Figure 1. Placement by cell class (run 1).
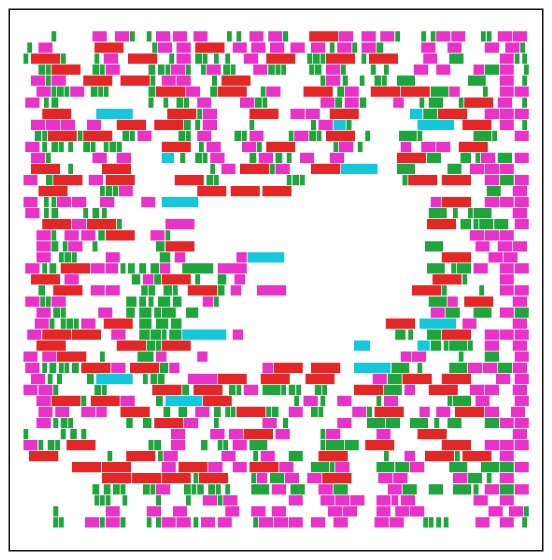
Figure 2. Wire density map (run 1).
The bar under the picture is 50 µm long. The die is cut into 26 by 27 equal tiles; dark blue is low, red is high, scaled to the fullest tile. Values are wire area over tile area, all layers added.
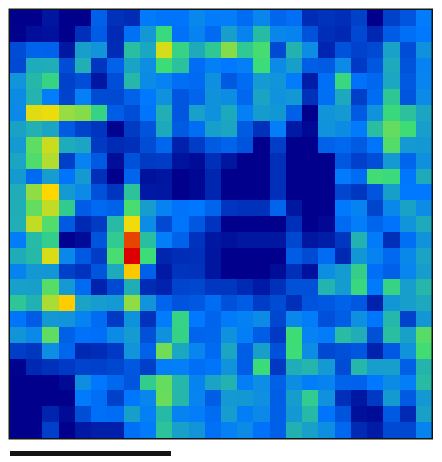
Figure 3. Register map, names as in the netlist (run 1).
The bar under the picture is 50 µm long.
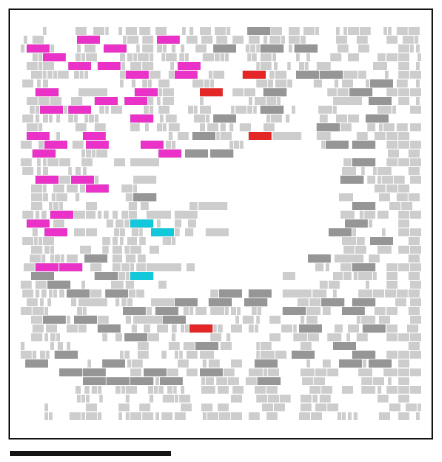
Figure 4. Congestion heat map (run 1).
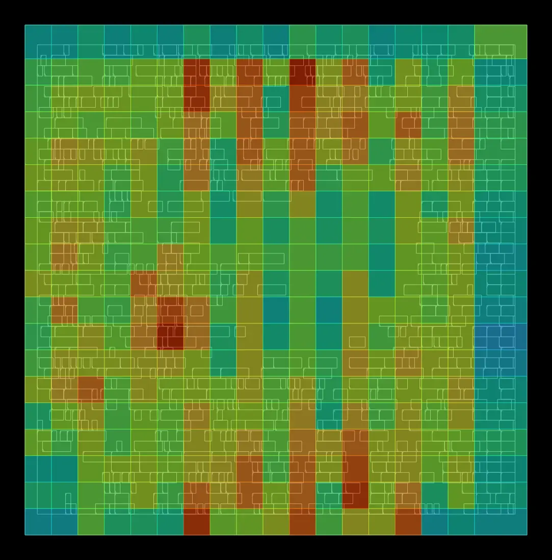
===== src/rtl/data_sram_axi_bridge_pkg.sv =====
// Shared AXI constants and FSM encoding for the MEM-stage data SRAM to AXI bridge.
package data_sram_axi_bridge_pkg;

    localparam logic [2:0] AXI_SIZE_WORD  = 3'b010;
    localparam logic [1:0] AXI_BURST_INCR = 2'b01;
    localparam logic [7:0] AXI_LEN_1BEAT  = 8'd0;

    typedef enum logic [2:0] {
        ST_IDLE,
        ST_RD_ADDR,
        ST_RD_DATA,
        ST_WR_REQ,
        ST_WR_RESP,
        ST_DONE
    } bridge_state_e;

endpackage


===== src/rtl/data_sram_axi_bridge.sv =====
// Turns one MEM-stage SRAM-style read or byte-masked write into a single-beat uncached AXI4
// transaction, stalling the pipeline until it completes and holding the result until MEM advances.
module data_sram_axi_bridge
    import data_sram_axi_bridge_pkg::*;
#(
    parameter logic [3:0] AXI_ID = 4'd1,
    parameter int         ADDR_W = 32,
    parameter int         DATA_W = 32
) (
    input  logic              clk_i,
    input  logic              reset_i,
    input  logic              ram_read_enable_i,
    input  logic [ADDR_W-1:0] ram_read_addr_i,
    input  logic              ram_write_enable_i,
    input  logic [3:0]        ram_write_select_i,
    input  logic [ADDR_W-1:0] ram_write_addr_i,
    input  logic [DATA_W-1:0] ram_write_data_i,
    input  logic              pipeline_stall_i,
    output logic [DATA_W-1:0] ram_read_data_o,
    output logic              data_stall_o,
    // AR channel
    output logic [3:0]        arid,
    output logic [ADDR_W-1:0] araddr,
    output logic [7:0]        arlen,
    output logic [2:0]        arsize,
    output logic [1:0]        arburst,
    output logic              arvalid,
    input  logic              arready,
    // R channel
    input  logic [3:0]        rid,
    input  logic [DATA_W-1:0] rdata,
    input  logic [1:0]        rresp,
    input  logic              rlast,
    input  logic              rvalid,
    output logic              rready,
    // AW channel
    output logic [3:0]        awid,
    output logic [ADDR_W-1:0] awaddr,
    output logic [7:0]        awlen,
    output logic [2:0]        awsize,
    output logic [1:0]        awburst,
    output logic              awvalid,
    input  logic              awready,
    // W channel
    output logic [3:0]        wid,
    output logic [DATA_W-1:0] wdata,
    output logic [3:0]        wstrb,
    output logic              wlast,
    output logic              wvalid,
    input  logic              wready,
    // B channel
    input  logic [3:0]        bid,
    input  logic [1:0]        bresp,
    input  logic              bvalid,
    output logic              bready
);

    bridge_state_e     r_state;
    bridge_state_e     w_next;

    logic [ADDR_W-1:0] r_addr;
    logic [DATA_W-1:0] r_wdata;
    logic [3:0]        r_wstrb;
    logic [DATA_W-1:0] r_rdata;

    logic              r_arvalid;
    logic              r_rready;
    logic              r_awvalid;
    logic              r_wvalid;
    logic              r_bready;
    logic              r_aw_done;
    logic              r_w_done;

    logic              w_ar_hs;
    logic              w_r_hs;
    logic              w_aw_hs;
    logic              w_w_hs;
    logic              w_b_hs;
    logic              w_aw_ok;
    logic              w_w_ok;
    logic              w_req;

    assign w_ar_hs = r_arvalid & arready;
    assign w_r_hs  = r_rready & rvalid;
    assign w_aw_hs = r_awvalid & awready;
    assign w_w_hs  = r_wvalid & wready;
    assign w_b_hs  = r_bready & bvalid;
    assign w_aw_ok = r_aw_done | w_aw_hs;
    assign w_w_ok  = r_w_done | w_w_hs;
    assign w_req   = ram_read_enable_i | ram_write_enable_i;

    // Response status and IDs are not checked: no bus-error exception exists on this path.
    logic w_unused_ok;
    assign w_unused_ok = ^{rid, rresp, rlast, bid, bresp};

    always_ff @(posedge clk_i) begin
        if (reset_i) begin
            r_state <= ST_IDLE;
        end else begin
            r_state <= w_next;
        end
    end

    always_comb begin
        w_next = r_state;
        unique case (r_state)
            ST_IDLE: begin
                if (ram_write_enable_i) begin
                    w_next = ST_WR_REQ;
                end else if (ram_read_enable_i) begin
                    w_next = ST_RD_ADDR;
                end
            end
            ST_RD_ADDR: if (w_ar_hs) w_next = ST_RD_DATA;
            ST_RD_DATA: if (w_r_hs) w_next = ST_DONE;
            ST_WR_REQ:  if (w_aw_ok && w_w_ok) w_next = ST_WR_RESP;
            ST_WR_RESP: if (w_b_hs) w_next = ST_DONE;
            // A withdrawn request leaves immediately; a live one waits for MEM to advance.
            ST_DONE:    if (!pipeline_stall_i || !w_req) w_next = ST_IDLE;
            default:    w_next = ST_IDLE;
        endcase
    end

    always_ff @(posedge clk_i) begin
        if (reset_i) begin
            r_addr  <= '0;
            r_wdata <= '0;
            r_wstrb <= '0;
        end else if (r_state == ST_IDLE) begin
            if (ram_write_enable_i) begin
                r_addr  <= ram_write_addr_i;
                r_wdata <= ram_write_data_i;
                r_wstrb <= ram_write_select_i;
            end else if (ram_read_enable_i) begin
                r_addr  <= ram_read_addr_i;
            end
        end
    end

    // Handshake outputs are registered from the next state so each channel sees clean edges.
    always_ff @(posedge clk_i) begin
        if (reset_i) begin
            r_arvalid <= 1'b0;
            r_rready  <= 1'b0;
            r_awvalid <= 1'b0;
            r_wvalid  <= 1'b0;
            r_bready  <= 1'b0;
            r_aw_done <= 1'b0;
            r_w_done  <= 1'b0;
            r_rdata   <= '0;
        end else begin
            r_arvalid <= (w_next == ST_RD_ADDR);
            r_rready  <= (w_next == ST_RD_DATA);
            r_bready  <= (w_next == ST_WR_RESP);
            if (r_state == ST_IDLE && w_next == ST_WR_REQ) begin
                r_awvalid <= 1'b1;
                r_wvalid  <= 1'b1;
                r_aw_done <= 1'b0;
                r_w_done  <= 1'b0;
            end else begin
                if (w_aw_hs) begin
                    r_awvalid <= 1'b0;
                    r_aw_done <= 1'b1;
                end
                if (w_w_hs) begin
                    r_wvalid <= 1'b0;
                    r_w_done <= 1'b1;
                end
            end
            if (w_r_hs) begin
                r_rdata <= rdata;
            end
        end
    end

    assign data_stall_o    = w_req & (r_state != ST_DONE);
    assign ram_read_data_o = r_rdata;

    assign arid    = AXI_ID;
    assign araddr  = r_addr;
    assign arlen   = AXI_LEN_1BEAT;
    assign arsize  = AXI_SIZE_WORD;
    assign arburst = AXI_BURST_INCR;
    assign arvalid = r_arvalid;
    assign rready  = r_rready;

    assign awid    = AXI_ID;
    assign awaddr  = r_addr;
    assign awlen   = AXI_LEN_1BEAT;
    assign awsize  = AXI_SIZE_WORD;
    assign awburst = AXI_BURST_INCR;
    assign awvalid = r_awvalid;

    assign wid     = AXI_ID;
    assign wdata   = r_wdata;
    assign wstrb   = r_wstrb;
    assign wlast   = 1'b1;
    assign wvalid  = r_wvalid;
    assign bready  = r_bready;

endmodule

===== config.mk =====
export PLATFORM = sky130hd
export DESIGN_NAME = data_sram_axi_bridge
export DESIGN_NICKNAME = d
export VERILOG_FILES = /design/src/rtl/data_sram_axi_bridge_pkg.sv /design/src/rtl/data_sram_axi_bridge.sv
export SDC_FILE = /design/constraint.sdc
export NUM_CORES = 1
export LEC_CHECK = 0
export CAP_MARGIN = 20
export CORE_AREA = 3 3 128 130
export CTS_CLUSTER_DIAMETER = 30
export DETAILED_ROUTE_END_ITERATION = 8
export DIE_AREA = 0 0 131 133
export PLACE_DENSITY_LB_ADDON = 0.15
export SYNTH_ARGS = -nofsm -noshare
export SYNTH_HDL_FRONTEND = slang
export SYNTH_SLANG_ARGS = --single-unit

===== constraint.sdc =====
create_clock -name clk_i -period 1.91 [get_ports clk_i]
set_input_delay 0.382 -clock clk_i [delete_from_list [all_inputs] [get_ports clk_i]]
set_output_delay 0.382 -clock clk_i [all_outputs]
set_load 0.01 [all_outputs]

==> impl_table.tex, run 1 <==
% Implementation results table
\begin{tabular}{lr}
\hline
Metric & Value \\
\hline
\multicolumn{2}{l}{\textbf{Status}} \\
Result of the run & completed \\
\multicolumn{2}{l}{\textbf{Route}} \\
Iteration-0 DRC Markers & 153 \\
Remaining routing DRC violations & 0 \\
DR pass1 iterations & 4 \\
\multicolumn{2}{l}{\textbf{STA}} \\
Final count of pins violating max slew & 0 \\
Setup-violating endpoint count in the final report & 0 \\
Setup repair after global routing missed its margin & false \\
PnR worst setup slack & 0.1277 ns \\
Final period util & 0.9331 \\
Worst clock skew on the final layout & 0.009301 ns \\
\multicolumn{2}{l}{\textbf{Place}} \\
Buffers added on ports & 279 \\
GPL Wtd Cong & 0.7859 \\
Half-perimeter wire length after detailed placement & 11420 µm \\
Worst Setup Slack post-DPL & -0.1120 ns \\
\multicolumn{2}{l}{\textbf{Cells and area}} \\
Fill cell total of the finished layout & 1434 \\
Final nets & 969 \\
Proportion of layout cells with a drive suffix above 1 & 0.09046 \\
Final instance count without filler cells & 1029 \\
\multicolumn{2}{l}{\textbf{Critical path}} \\
R2R Setup Slk & 0.34 ns \\
Classification of the worst setup path & reg -> out \\
Highest net fanout along the worst path & 11 \\
Startpoint type of the worst setup path & flop \\
\multicolumn{2}{l}{\textbf{Clock tree}} \\
CTS clock-pin slew for the worst setup and hold paths & 0.07 ns \\
Hold buffer count at CTS & 0 \\
Cell chosen for the clock root & sky130\_fd\_sc\_hd\_\_clkbuf\_16 \\
Clock sinks & 110 \\
\multicolumn{2}{l}{\textbf{Synthesis}} \\
Post-synthesis instance total & 571 \\
Number of flops mapped to enable cells by yosys & 0 \\
Most common cell in the netlist & sky130\_fd\_sc\_hd\_\_nand2\_1 \\
Sequential share of the synthesized area & 0.4478 \\
Number of register bits inferred by synthesis & 110 \\
Leading post-synthesis cells by instance count & sky130\_fd\_sc\_hd\_\_nand2\_1 (137), sky130\_fd\_sc\_hd\_\_dfxtp\_1 (110), sky130\_fd\_sc\_hd\_\_a21oi\_1 (75), sky130\_fd\_sc\_hd\_\_buf\_4 (75), sky130\_fd\_sc\_hd\_\_nor2\_1 (38) \\
\multicolumn{2}{l}{\textbf{Floorplanning}} \\
Area of the core & 0.01526 mm² \\
Count of standard-cell rows & 45 \\
Chip area & 0.01742 mm² \\
Fp\_density & 0.3223 \\
\multicolumn{2}{l}{\textbf{Power}} \\
Leakage power total & 0.002974 µW \\
Combinational cell fraction of total power & 0.363 \\
Power share of the clock group & 0.259 \\
Switching fraction of total power & 0.3112 \\
\multicolumn{2}{l}{\textbf{Global routing}} \\
Antenna violations before repair & 0 \\
\hline
\end{tabular}
Notes on Figure 1 above:
Key: red = sequential cells [cells 110, share of their area 29%]; magenta = remaining buffers and delay cells [cells 306, share of their area 40%]; cyan = clock drivers and dummy loads [cells 15, share of their area 3.9%]; green = combinational and other logic [cells 387, share of their area 28%]

Notes on Figure 2 above:
9.1% of the tiles are nearly empty. The fullest tile reaches 0.60. 5.8% of the tiles are over half the peak.
detailed-route wire length per cell: 14.49 µm
combined global-route utilization of all metal layers: 0.1622
Vias: 4591

Notes on Figure 3 above:
Key: magenta = ram_read_data_o [flops 32]; cyan = r_state [flops 3]; red = wstrb [flops 4]
Another 71 sequential cells are not coloured.

Notes on Figure 4 above:
share of the core filled with cells in the final layout: 0.5196
fraction of met1 tracks used by global routing: 0.1704
Top Usage Layer GRT: met2
met3 Resource Use GR: 0.06944
met2 Track Usage GR: 0.2906

[run 1: power by group through the flow]
stage                     clock, µW  combinational (µW)  sequential, µW
after CTS                      2010                2740            2840
after global routing           2080                2950            2870
final                          1930                2710            2830
after floorplan                   0                1380            2980
after detailed placement          0                2730            2890
after global placement            0                2690            2870
[run 1: routing by layer]
layer / wire length, µm / global-route usage / up-vias
li1: - / - / 2284
met1: 5484 / 0.1704 / 2081
met2: 7604 / 0.2906 / 205
met3: 1599 / 0.06944 / 21
met4: 222 / 0.04629 / 0
met5: 0 / 0 / -
[run 1: worst max-delay path, stage by stage, from the launching register on]
cell	delay (ns)
sky130_fd_sc_hd__dfxtp_1	0.57
sky130_fd_sc_hd__a31oi_1	0.16
sky130_fd_sc_hd__dlygate4sd2_1	0.32
[run 1: state kept, by name, summed over array words and instances, names as in the netlist]
signal / count
araddr: 32
arvalid: 1
r_aw_done: 1
wstrb: 4
bready: 1
r_w_done: 1
wdata: 32
ram_read_data_o: 32
wvalid: 1
rready: 1
r_state: 3
awvalid: 1
[run 1: placed cells by master (no fill, tap or decap), drive strengths merged, types with 2 or more instances in the layout]
cell | synthesis | layout
a21o | 2 | 2
a21oi | 75 | 75
inv | 2 | 6
nand2 | 137 | 137
buf | 91 | 29
o21ai | 2 | 2
nand2b | 3 | 3
clkbuf | 20 | 9
nor4 | 2 | 2
dfxtp | 110 | 110
clkdlybuf4s50 | 0 | 276
conb | 2 | 39
nor2 | 38 | 38
nor3 | 3 | 3
a211oi | 33 | 33
mux2i | 32 | 32
and3 | 3 | 3
nand3 | 2 | 2
[run 1: through the flow]
stage               hold slack (ns)  total power [µW]  instance area (µm²)
floorplan                    0.4805              4361                 5056
global placement             0.4412              5559                 7627
detailed placement           0.4467              5622                 7627
CTS                          0.4235              7587                 7928
global route                 0.4569              7902                 7928
finish                       0.4466              7470                 7928
[run 1: worst paths after layout]
path | startpoint | endpoint | cells past startpoint
max | r_state[2] | data_stall_o | 2
min | reset_i | r_state[2] | 2
max reg2reg | r_state[2] | bready | 4
min reg2reg | wdata[11] | wdata[11] | 2
[run 1: cell type report]
class | count | area (µm²) | share of cell area
Clock buffer | 9 | 225.2 | 0.02841
Multi-Input combinational cell | 385 | 2116 | 0.2669
Clock inverter | 6 | 76.32 | 0.009628
Sequential cell | 110 | 2202 | 0.2778
Tap cell | 211 | 264.0 | 0.03330
Inverter | 2 | 7.507 | 0.0009470
Timing Repair Buffer | 306 | 3037 | 0.3830
[run 1: repair_timing]
item | in CTS | in global routing
gates resized | 1 | 0
endpoints found under the hold margin | 0 | 0
setup buffers | 0 | 0
endpoints found under the setup margin | 1 | 0
[run 1: kinds of logic (layout without fill, tap and decap cells)]
logic type	Yosys count	in the layout	share of synthesized area
AND-OR/OR-AND	121	121	0.1763
buffers and inverters	113	323	0.1501
flip-flops	110	110	0.4478
multiplexers	32	32	0.06514
other	2	39	0.001527
AND/OR/NAND/NOR	193	193	0.1590
Figure 5. Metal layers overlaid (run 1).
The bar under the picture is 50 µm long.
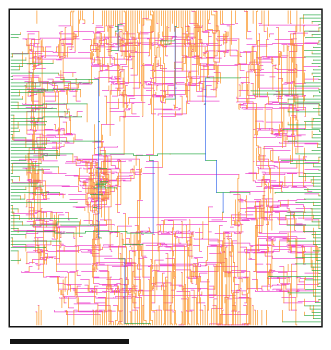

==> run 1 -> run 2 <==
--- a/config.mk
+++ b/config.mk
@@ -5,11 +5,11 @@
 export SDC_FILE = /design/constraint.sdc
 export NUM_CORES = 1
 export LEC_CHECK = 0
-export CAP_MARGIN = 20
 export CORE_AREA = 3 3 128 130
 export CTS_CLUSTER_DIAMETER = 30
 export DETAILED_ROUTE_END_ITERATION = 8
 export DIE_AREA = 0 0 131 133
+export GPL_TIMING_DRIVEN = 0
 export PLACE_DENSITY_LB_ADDON = 0.15
 export SYNTH_ARGS = -nofsm -noshare
 export SYNTH_HDL_FRONTEND = slang
Figure 6. Metal layers overlaid (run 2).
The bar under the picture is 50 µm long.
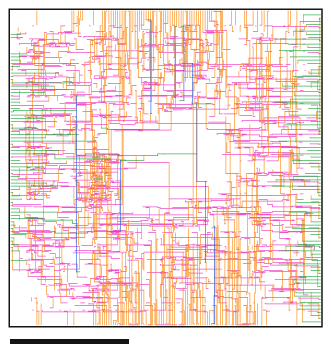
Key: orange = metal 2 [wire length 7810 µm]; green = metal 3 [wire length 1530 µm]; blue = metal 4 [wire length 329 µm]; magenta = metal 1 [wire length 6320 µm]

Figure 7. Congestion heat map (run 2).
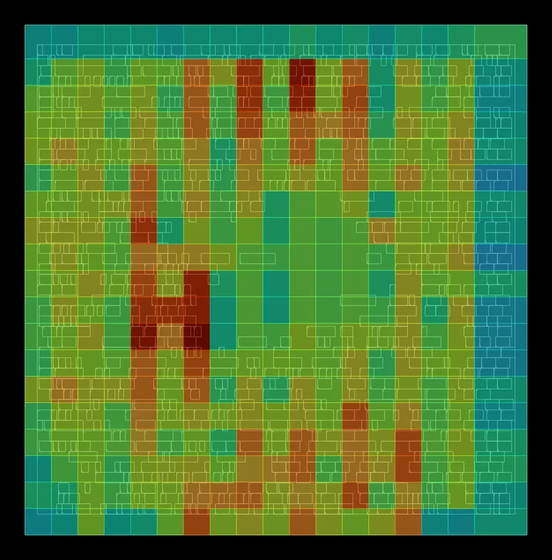
combined global-route utilization of all metal layers: 0.1734
share of the core filled with cells in the final layout: 0.5498
detailed-route wire length per cell: 14.38 µm
met2 Track Usage GR: 0.2974
met3 Resource Use GR: 0.05612

==> run 2 against run 1 <==
Net effect:
- cell count rose by 8.1%
- global-route usage rose by 1.1 points
- first-iteration DRC count fell by 21%
- die size did not move
- fmax rose by 0.46%
- clock power fell by 4%
- sequential power barely moved
- critical endpoint is now awaddr[1]
- largest power group is now combinational cells
==> impl_table.tex, run 2 <==
% Implementation results table
\begin{tabular}{lr}
\hline
Metric & Value \\
\hline
\multicolumn{2}{l}{\textbf{STA}} \\
PnR worst setup slack & 0.1358 ns (was 0.1277 ns) \\
Worst clock skew on the final layout & 0.005895 ns (was 0.009301 ns) \\
\multicolumn{2}{l}{\textbf{Cells and area}} \\
Finished layout cell area & 0.008389 mm² (was 0.007928 mm²) \\
Final nets & 1051 (was 969) \\
Proportion of layout cells with a drive suffix above 1 & 0.1487 (was 0.09046) \\
Dominant logic cell types in the final layout & sky130\_fd\_sc\_hd\_\_clkdlybuf4s50\_1 (276), sky130\_fd\_sc\_hd\_\_nand2\_1 (137), sky130\_fd\_sc\_hd\_\_dfxtp\_1 (110) (unchanged) \\
\multicolumn{2}{l}{\textbf{Global routing}} \\
Antenna violations before repair & 0 (unchanged) \\
\multicolumn{2}{l}{\textbf{Critical path}} \\
Ordered cell list for the critical path & buf\_4 -> clkdlybuf4s50\_1 (was a31oi\_1 -> dlygate4sd2\_1) \\
Highest net fanout along the worst path & 3 (was 11) \\
R2r worst-path depth & 5 (was 4) \\
Maximum cell stage delay along the critical path & 0.52 ns (was 0.57 ns) \\
Reg-to-reg critical path endpoint & araddr[7] (was bready) \\
Worst setup path start & araddr[1] (was r\_state[2]) \\
\multicolumn{2}{l}{\textbf{Clock tree}} \\
Cell chosen for the clock root & sky130\_fd\_sc\_hd\_\_clkbuf\_16 (unchanged) \\
CTS clock-pin slew for the worst setup and hold paths & 0.07 ns (about the same) \\
Clock sinks & 110 (unchanged) \\
\multicolumn{2}{l}{\textbf{Synthesis}} \\
Number of flops mapped to enable cells by yosys & 0 (unchanged) \\
Number of register bits inferred by synthesis & 110 (unchanged) \\
Post-synthesis instance total & 571 (unchanged) \\
Leading post-synthesis cells by instance count & sky130\_fd\_sc\_hd\_\_nand2\_1 (137), sky130\_fd\_sc\_hd\_\_dfxtp\_1 (110), sky130\_fd\_sc\_hd\_\_a21oi\_1 (75), sky130\_fd\_sc\_hd\_\_buf\_4 (75), sky130\_fd\_sc\_hd\_\_nor2\_1 (38) (unchanged) \\
Sequential share of the synthesized area & 0.4478 (unchanged) \\
\multicolumn{2}{l}{\textbf{Floorplanning}} \\
Fp\_density & 0.3223 (unchanged) \\
Area of the core & 0.01526 mm² (unchanged) \\
\multicolumn{2}{l}{\textbf{Place}} \\
Buffers added on ports & 277 (was 279) \\
Half-perimeter wire length after detailed placement & 12640 µm (was 11420 µm) \\
\multicolumn{2}{l}{\textbf{Status}} \\
Result of the run & completed (unchanged) \\
\multicolumn{2}{l}{\textbf{Route}} \\
Remaining routing DRC violations & 0 (unchanged) \\
Iteration-0 DRC Markers & 121 (was 153) \\
\hline
\end{tabular}
Figure 8. Wire density map (run 2).
The bar under the picture is 50 µm long. The die is cut into 26 by 27 equal tiles; dark blue is low, red is high, scaled to the fullest tile. Values are wire area over tile area, all layers added.
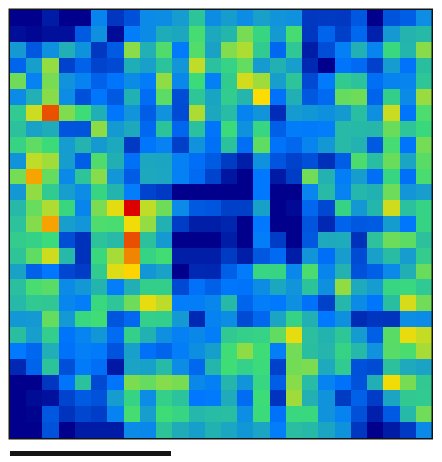
Vias: 4757
Total Routed Length: 15990 µm

[run 2: worst max-delay path by stage]
stage	to	slack, ns	depth (start not counted)
after floorplan	araddr[12]	0.39	5
after global placement	wdata[9]	-0.29	4
after detailed placement	wdata[9]	-0.30	4
after CTS	data_stall_o	0.06	4
after global routing	wdata[9]	0.001	4
final	awaddr[1]	0.14	2
[run 2: cells by family (layout without fill, tap and decap cells)]
group	Yosys count	after routing	share of synthesized area
AOI/OAI and AO/OA	121	121	0.1763
buffers and inverters	113	406	0.1501
DFF	110	110	0.4478
muxes	32	32	0.06514
other	2	39	0.001527
and+or+nand+nor	193	193	0.1590
[run 2: power breakdown]
group          internal, µW  switching [µW]
Sequential             2610             212
Clock                  1030             834
Combinational          1650            1280
[run 2: what timing repair did]
| action | 4_1_cts | 5_1_grt |
|---|---|---|
| setup endpoints to repair | 1 | 5 |
| hold buffers | 0 | 0 |
| hold endpoints to repair | 0 | 0 |
| gates cloned | 0 | 0 |
| resized | 1 | 7 |
[run 2: stage by stage]
stage            util  hold WS, ns  power (µW)
5_1_grt        0.5498       0.4702        8084
4_1_cts        0.5498       0.4556        7737
3_5_place_dp   0.5304       0.4462        5842
6_report       0.5498       0.4538        7617
3_3_place_gp   0.5304       0.4411        5822
2_1_floorplan       -       0.4805        4361
[run 2: cell type report]
cell class,instances,area [µm²]
clock inverter,2,13.76
tap,211,264.0
inverter,2,7.507
fill,1476,6869
buffer,111,732.0
clock buffer,14,284.0
timing repair buffer,277,2768
sequential,110,2202
multi-input combinational,385,2118
[run 2: critical path, delay by kind of cell (launching register included)]
| family | cells | cell delay [ns] |
|---|---|---|
| DFF | 1 | 0.40 |
| buffers and inverters | 2 | 0.65 |
[run 2: layer usage]
layer  share of wire  GRT usage  vias to the layer above
li1                -          -                     2443
met1            0.40     0.1967                     2108
met2            0.49     0.2974                      184
met3           0.096    0.05612                       22
met4           0.021    0.06800                        0
met5               0          0                        -
==> run 2 -> run 3 <==
--- a/config.mk
+++ b/config.mk
@@ -11,6 +11,7 @@
 export DIE_AREA = 0 0 131 133
 export GPL_TIMING_DRIVEN = 0
 export PLACE_DENSITY_LB_ADDON = 0.15
+export SLEW_MARGIN = 5
 export SYNTH_ARGS = -nofsm -noshare
 export SYNTH_HDL_FRONTEND = slang
 export SYNTH_SLANG_ARGS = --single-unit
Figure 9. Register map, names as in the netlist (run 3).
The bar under the picture is 50 µm long.
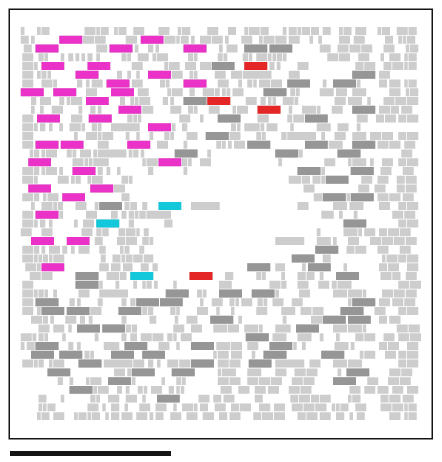
Key: magenta = ram_read_data_o [flops 32]; cyan = r_state [flops 3]; red = wstrb [flops 4, where top centre]
Another 71 sequential cells are not coloured.
sequential share of cell area: 0.2625
power attributed to sequential cells: 2820 µW
footprint of the flip-flops and latches: 0.002202 mm²

Figure 10. Placement by cell class (run 3).
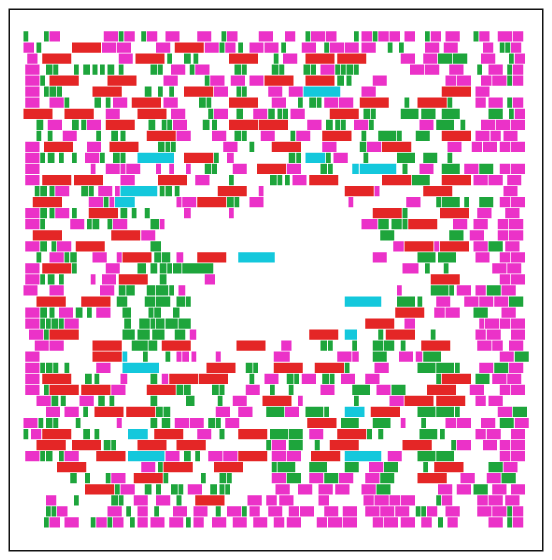
count of standard-cell rows: 45
finished layout cell area: 0.008389 mm²

Figure 11. Wire density map (run 3).
The bar under the picture is 50 µm long. The die is cut into 26 by 27 equal tiles; dark blue is low, red is high, scaled to the fullest tile. Values are wire area over tile area, all layers added.
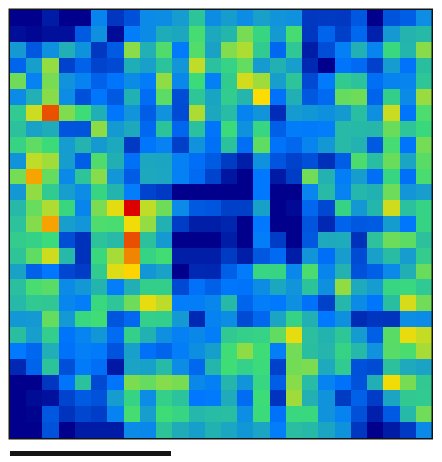
4.8% of the tiles are nearly empty. The fullest tile reaches 0.46. The mean over all tiles is 0.15. 16% of the tiles are over half the peak. The densest ninth of the die: middle left.

==> run 3 against run 2 <==
Net effect:
- clock-buffer cell count did not move
- total power did not move
- wire length did not move
- first-iteration DRC count did not move
- cell count did not move
- critical endpoint unchanged
- critical path depth did not move
==> impl_table.tex, run 3 <==
% Implementation results table
\begin{tabular}{lr}
\hline
Metric & Value \\
\hline
\multicolumn{2}{l}{\textbf{Status}} \\
Result of the run & completed (unchanged) \\
\multicolumn{2}{l}{\textbf{Global routing}} \\
Antenna violations before repair & 0 (unchanged) \\
Fraction of met1 tracks used by global routing & 0.1967 (unchanged) \\
Top Usage Layer GRT & met2 (unchanged) \\
\multicolumn{2}{l}{\textbf{Route}} \\
Vias & 4757 (unchanged) \\
Total Routed Length & 15990 µm (unchanged) \\
Remaining routing DRC violations & 0 (unchanged) \\
\multicolumn{2}{l}{\textbf{Floorplanning}} \\
Chip area & 0.01742 mm² (unchanged) \\
Fp\_density & 0.3223 (unchanged) \\
\multicolumn{2}{l}{\textbf{STA}} \\
Final period util & 0.9289 (unchanged) \\
Worst clock skew on the final layout & 0.005895 ns (unchanged) \\
\multicolumn{2}{l}{\textbf{Critical path}} \\
Reg-to-reg critical path startpoint & r\_state[2] (unchanged) \\
Highest net fanout along the worst path & 3 (unchanged) \\
R2r worst-path depth & 5 (unchanged) \\
\multicolumn{2}{l}{\textbf{Synthesis}} \\
Number of register bits inferred by synthesis & 110 (unchanged) \\
Most common cell in the netlist & sky130\_fd\_sc\_hd\_\_nand2\_1 (unchanged) \\
Post-synthesis instance total & 571 (unchanged) \\
Leading post-synthesis cells by instance count & sky130\_fd\_sc\_hd\_\_nand2\_1 (137), sky130\_fd\_sc\_hd\_\_dfxtp\_1 (110), sky130\_fd\_sc\_hd\_\_a21oi\_1 (75), sky130\_fd\_sc\_hd\_\_buf\_4 (75), sky130\_fd\_sc\_hd\_\_nor2\_1 (38) (unchanged) \\
Sequential share of the synthesized area & 0.4478 (unchanged) \\
\multicolumn{2}{l}{\textbf{Place}} \\
Buffers added on ports & 277 (unchanged) \\
Cell area reported after detailed placement & 0.008093 mm² (unchanged) \\
GPL Wtd Cong & 0.7532 (unchanged) \\
\multicolumn{2}{l}{\textbf{Worst hold path}} \\
Startpoint of the lowest-slack hold path & ram\_read\_data\_o[13] (unchanged) \\
Number of cells traversed by the worst hold path & 2 (unchanged) \\
\multicolumn{2}{l}{\textbf{Cells and area}} \\
Dominant logic cell types in the final layout & sky130\_fd\_sc\_hd\_\_clkdlybuf4s50\_1 (276), sky130\_fd\_sc\_hd\_\_nand2\_1 (137), sky130\_fd\_sc\_hd\_\_dfxtp\_1 (110) (unchanged) \\
Most common library cell in the layout ignoring fill and taps & sky130\_fd\_sc\_hd\_\_clkdlybuf4s50\_1 (unchanged) \\
Final nets & 1051 (unchanged) \\
\multicolumn{2}{l}{\textbf{Clock tree}} \\
Clock sinks & 110 (unchanged) \\
\hline
\end{tabular}
## run 3: cell counts after synthesis
No cell type changed its count.
## run 3: cells by family after synthesis
kind of cell | share of synthesized area
simple gates | 0.1590
other cells | 0.001527
mux | 0.06514
compound gates | 0.1763
flops | 0.4478
buf+inv | 0.1501
## run 3: where the power goes
group / internal [µW] / total, µW / switching [µW]
Combinational: 1650 / 2930 / 1280
Sequential: 2610 / 2820 / 212
Clock: 1030 / 1860 / 834
Total: 5290 / 7620 / 2330
## run 3: layer usage
metal	wire, µm	up-vias
met2	7805	184
met1	6315	2108
met5	0	-
met4	329	0
met3	1534	22
li1	-	2443
## run 3: area by class of cell
class / count / area [µm²]
Fill cell: 1476 / 6869
Multi-Input combinational cell: 385 / 2118
Buffer: 111 / 732.0
Sequential cell: 110 / 2202
Clock inverter: 2 / 13.76
Clock buffer: 14 / 284.0
Inverter: 2 / 7.507
Timing Repair Buffer: 277 / 2768
Tap cell: 211 / 264.0
## run 3: critical path: stages (launching register included)
cell                              delay, ns
sky130_fd_sc_hd__dfxtp_1               0.40
sky130_fd_sc_hd__buf_4                 0.13
sky130_fd_sc_hd__clkdlybuf4s50_1       0.52
## run 3: worst max-delay path by stage
stage	from	to	slack, ns	depth (start not counted)
after floorplan	ram_write_enable_i	araddr[12]	0.39	5
after global placement	reset_i	wdata[9]	-0.29	4
after detailed placement	reset_i	wdata[9]	-0.30	4
after CTS	ram_read_enable_i	data_stall_o	0.06	4
after global routing	reset_i	wdata[9]	0.001	4
final	araddr[1]	awaddr[1]	0.14	2
## run 3: repair_timing
action,in CTS,in global routing
hold buffers,0,0
gates resized,1,7
endpoints found under the hold margin,0,0
endpoints found under the setup margin,1,5
pin swaps,0,0
## run 3: stage by stage
stage | power [µW] | hold WS (ns) | instances | worst slack (ns)
after floorplan | 4361 | 0.4805 | 608 | 0.3934
after global placement | 5822 | 0.4411 | 1096 | -0.2905
after detailed placement | 5842 | 0.4462 | 1096 | -0.2963
after CTS | 7737 | 0.4556 | 1112 | 0.06139
after global routing | 8084 | 0.4702 | 1112 | 0.001227
final | 7617 | 0.4538 | 1112 | 0.1358
Power figures rest on the tool's default switching activity, not on a simulated workload.
